$ cat config.mk
export PLATFORM = sky130hd
export DESIGN_NAME = noise_flash_scheduler
export DESIGN_NICKNAME = d
export VERILOG_FILES = /design/src/rtl/noise_flash_scheduler.sv
export SDC_FILE = /design/constraint.sdc
export NUM_CORES = 1
export LEC_CHECK = 0
export ABC_AREA = 0
export CORE_MARGIN = 2
export CORE_UTILIZATION = 25
export CTS_CLUSTER_DIAMETER = 30
export DETAILED_ROUTE_END_ITERATION = 7
export SLEW_MARGIN = 20
export SYNTH_ARGS = -nofsm -noshare
export SYNTH_HDL_FRONTEND = slang
export SYNTH_SLANG_ARGS = --single-unit
$ cat constraint.sdc
create_clock -name clk -period 4.1 [get_ports clk]
set_input_delay 0.615 -clock clk [delete_from_list [all_inputs] [get_ports clk]]
set_output_delay 0.615 -clock clk [all_outputs]
set_load 0.1 [all_outputs]
$ cat src/rtl/noise_flash_scheduler.sv
// Queues per-channel noise events in saturating counters and replays them, round-robin,
// as fixed-length flashes on a shared diode engine with a mandatory dark gap after each.
module noise_flash_scheduler #(
  parameter int N_CH      = 4,
  parameter int CNT_W     = 4,
  parameter int FLASH_LEN = 8,
  parameter int GAP_LEN   = 2,
  localparam int AW       = (N_CH > 1) ? $clog2(N_CH) : 1
) (
  input  logic            clk,
  input  logic            reset,
  input  logic [N_CH-1:0] noise_pulse,
  input  logic            enable,
  input  logic            clear_ovf,
  output logic [N_CH-1:0] diode_out,
  output logic [AW-1:0]   active_ch,
  output logic            busy,
  output logic            pending_any,
  output logic [N_CH-1:0] overflow,
  output logic            flash_done
);

  localparam int TMAX = (FLASH_LEN > GAP_LEN) ? FLASH_LEN : GAP_LEN;
  localparam int TW   = (TMAX > 1) ? $clog2(TMAX) : 1;
  localparam logic [CNT_W-1:0] CNT_MAX = {CNT_W{1'b1}};

  typedef enum logic [1:0] {S_IDLE, S_FLASH, S_GAP} state_t;

  state_t           r_state, w_state_nx;
  logic [TW-1:0]    r_timer, w_timer_nx;
  logic [N_CH-1:0]  r_diode, w_diode_nx;
  logic [AW-1:0]    r_active_ch, w_active_nx;
  logic [N_CH-1:0]  r_overflow;
  logic [CNT_W-1:0] r_cnt [N_CH];

  logic [N_CH-1:0]  w_nz;
  logic [N_CH-1:0]  w_grant_oh;
  logic [N_CH-1:0]  w_ovf_set;
  logic [N_CH-1:0]  w_pick_oh;
  logic [AW-1:0]    w_pick;
  logic [AW-1:0]    w_idx;
  logic             w_found;
  logic             w_grant;

  always_comb begin
    for (int i = 0; i < N_CH; i++) begin
      w_nz[i] = (r_cnt[i] != '0);
    end
  end

  // Round-robin search starts just after the last-granted channel.
  always_comb begin
    w_found = 1'b0;
    w_pick  = r_active_ch;
    w_idx   = '0;
    for (int k = 1; k <= N_CH; k++) begin
      w_idx = AW'((int'(r_active_ch) + k) % N_CH);
      if (!w_found && w_nz[w_idx]) begin
        w_found = 1'b1;
        w_pick  = w_idx;
      end
    end
  end

  assign w_pick_oh = {{(N_CH-1){1'b0}}, 1'b1} << w_pick;

  always_comb begin
    w_state_nx  = r_state;
    w_timer_nx  = r_timer;
    w_diode_nx  = r_diode;
    w_active_nx = r_active_ch;
    w_grant     = 1'b0;
    case (r_state)
      S_IDLE: begin
        if (enable && w_found) begin
          w_grant     = 1'b1;
          w_state_nx  = S_FLASH;
          w_timer_nx  = TW'(FLASH_LEN - 1);
          w_diode_nx  = w_pick_oh;
          w_active_nx = w_pick;
        end
      end
      S_FLASH: begin
        if (r_timer == '0) begin
          w_state_nx = S_GAP;
          w_timer_nx = TW'(GAP_LEN - 1);
          w_diode_nx = '0;
        end else begin
          w_timer_nx = r_timer - 1'b1;
        end
      end
      S_GAP: begin
        if (r_timer == '0) begin
          w_state_nx = S_IDLE;
        end else begin
          w_timer_nx = r_timer - 1'b1;
        end
      end
      default: begin
        w_state_nx = S_IDLE;
        w_diode_nx = '0;
      end
    endcase
  end

  assign w_grant_oh = w_grant ? w_pick_oh : '0;

  // A pulse coinciding with a grant cancels it out, so no overflow is possible then.
  always_comb begin
    for (int i = 0; i < N_CH; i++) begin
      w_ovf_set[i] = noise_pulse[i] && !w_grant_oh[i] && (r_cnt[i] == CNT_MAX);
    end
  end

  always_ff @(posedge clk or posedge reset) begin
    if (reset) begin
      r_state     <= S_IDLE;
      r_timer     <= '0;
      r_diode     <= '0;
      r_active_ch <= AW'(N_CH - 1);
    end else begin
      r_state     <= w_state_nx;
      r_timer     <= w_timer_nx;
      r_diode     <= w_diode_nx;
      r_active_ch <= w_active_nx;
    end
  end

  always_ff @(posedge clk or posedge reset) begin
    if (reset) begin
      for (int i = 0; i < N_CH; i++) begin
        r_cnt[i] <= '0;
      end
    end else begin
      for (int i = 0; i < N_CH; i++) begin
        if (noise_pulse[i] && !w_grant_oh[i]) begin
          if (r_cnt[i] != CNT_MAX) begin
            r_cnt[i] <= r_cnt[i] + 1'b1;
          end
        end else if (w_grant_oh[i] && !noise_pulse[i]) begin
          r_cnt[i] <= r_cnt[i] - 1'b1;
        end
      end
    end
  end

  // Clearing wins over a same-cycle overflow.
  always_ff @(posedge clk or posedge reset) begin
    if (reset) begin
      r_overflow <= '0;
    end else if (clear_ovf) begin
      r_overflow <= '0;
    end else begin
      r_overflow <= r_overflow | w_ovf_set;
    end
  end

  assign diode_out   = r_diode;
  assign active_ch   = r_active_ch;
  assign busy        = (r_state != S_IDLE);
  assign pending_any = |w_nz;
  assign overflow    = r_overflow;
  assign flash_done  = (r_state == S_FLASH) && (r_timer == '0);

endmodule

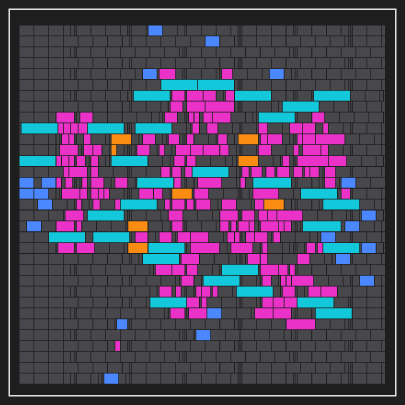
**Above:** placement by cell class.
Drawn at 4 px/um. Fill, decap, tap and diode cells in grey.
| class | colour | cells |
|---|---|---|
| remaining buffers and delay cells | blue | 21 |
| remaining logic cells | magenta | 171 |
| registers | cyan | 31 |
| clock drivers and dummy loads | orange | 8 |
Final Core Density: 0.312
number of placement rows: 33
flop share of the area: 0.304
core area: 8220 um2

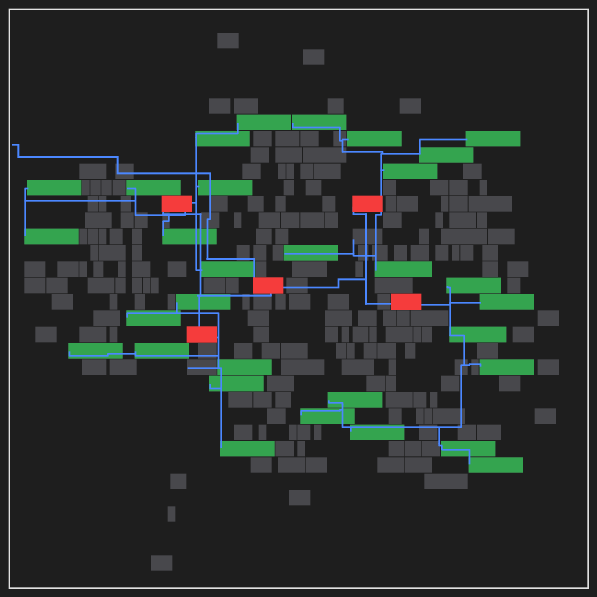
**Above:** routed clock nets over the placement.
Drawn at 6 px/um.
[flip-flops] green | count: 31
[clock-net drivers] red | count: 5
[clock wires] blue | length: 474 um
routed clock nets: 6
Clock Power: 268 uW
clock network power share: 0.118

==> qor.rpt <==
LOGIC SYNTHESIS
----------------------------------------------------------------------------------------
Mapped Cells                                                                         205
Net count of the mapped netlist                                                      232
Yosys adder share                                                                  0.126
Sequential fraction of the synthesis area                                          0.366
Ys flop type                                                                sky130_fd_sc_hd__dfrtp_1
Chip area estimate from yosys synthesis                                         2130 um2
Total standard cell area after synthesis                                        2130 um2
Count leader, synth                                                         sky130_fd_sc_hd__dfrtp_1
Synth Area in Simple Gates                                                         0.183
FF+latch count, synth                                                                 31
Count of flip-flops with a built-in enable after synthesis                             0

PWR
----------------------------------------------------------------------------------------
Switching power total                                                            1140 uW
Total leakage power                                                           0.00108 uW
Highest ir drop seen on vdd                                                     0.547 mV

WORST SETUP PATH
----------------------------------------------------------------------------------------
Crit path max fanout                                                                   9
Master of the slowest instance on the critical path                         sky130_fd_sc_hd__or4_4
Logic depth of the worst setup path including buffers                                 11
Type of destination of the critical path                                        register
End of the worst register-to-register path                                     r_cnt[15]
Most prevalent standard cell on the critical path                           sky130_fd_sc_hd__nand2_1
Kind of critical path                                                         reg -> reg
Crit-path max cell delay                                                          590 ps

DETAILED ROUTING
----------------------------------------------------------------------------------------
Routed wire length per instance                                                  13.7 um
Count of nets left with antenna violations after detail routing                        0

GRT
----------------------------------------------------------------------------------------
Pin count of the biggest net entering global routing                                  32
Via count of the first global-routing pass                                         1,657
Total overflow reported by the global router                                           0

FINAL LAYOUT
----------------------------------------------------------------------------------------
Count of fill cells added during filler insertion                                    850
Multi-input comb cells                                                               157
Area grow syn2layout                                                               20.4%
Fraction of final layout cells sized beyond drive strength 1                       0.139
Number of buffers outside the clock class in the layout                               21

CLOCK NETWORK
----------------------------------------------------------------------------------------
Post-CTS Hold Fix Bufs                                                                 0
Clock tree from TritonCTS                                                          built
Clock net sink count                                                                  31
CTS Root Buffer Type                                                        sky130_fd_sc_hd__clkbuf_8

TIMING
----------------------------------------------------------------------------------------
Unrepaired setup endpoints after global routing                                       no
Setup TNS Final                                                                     0 ps
Number of endpoints failing setup at the final stage                                   0
Final hold vios                                                                        0
Transition time of the tightest slew-check pin                                    976 ps

JOB
----------------------------------------------------------------------------------------
Tool warnings                                                                         31

PLACED DESIGN
----------------------------------------------------------------------------------------
Total half-perimeter wirelength after legalization and detailed placement        3450 um

FLOORPLANNING
----------------------------------------------------------------------------------------
Fp_density                                                                         0.259

STATUS
----------------------------------------------------------------------------------------
Status                                                                      complete, no violations

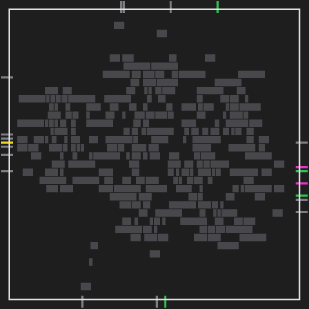
**Above:** I/O pins on the die edge.
Drawn at 3 px/um. Pins as bars across the die edge, other pins in grey.
| port | colour | pins | direction | edge |
|---|---|---|---|---|
| overflow | green | 4 | output | 2 right, 1 bottom, 1 top |
| enable | yellow | 1 | input | left |
| active_ch | magenta | 2 | output | right |
Die Wd: 96.2 um
Buffers on Ports: 20

-- per-layer routing --
layer	track usage	share of wire	routed length (um)
met3	0.0274	0.041	187
met5	0	0	0
met2	0.177	0.45	2090
met4	0.0321	0.0061	28
met1	0.157	0.50	2300
-- layout by cell type, fill, tap and decap left out, types with 9 or more instances in the layout --
cell type / synthesis / final
sky130_fd_sc_hd__ha_1: 15 / 15
sky130_fd_sc_hd__clkdlybuf4s50_1: 0 / 20
sky130_fd_sc_hd__nor2_1: 9 / 9
sky130_fd_sc_hd__dfrtp_1: 29 / 29
sky130_fd_sc_hd__a21oi_1: 13 / 12
sky130_fd_sc_hd__inv_1: 14 / 14
sky130_fd_sc_hd__nand2_1: 12 / 12
No activity file was given, so power comes from the tool's default toggle rates.
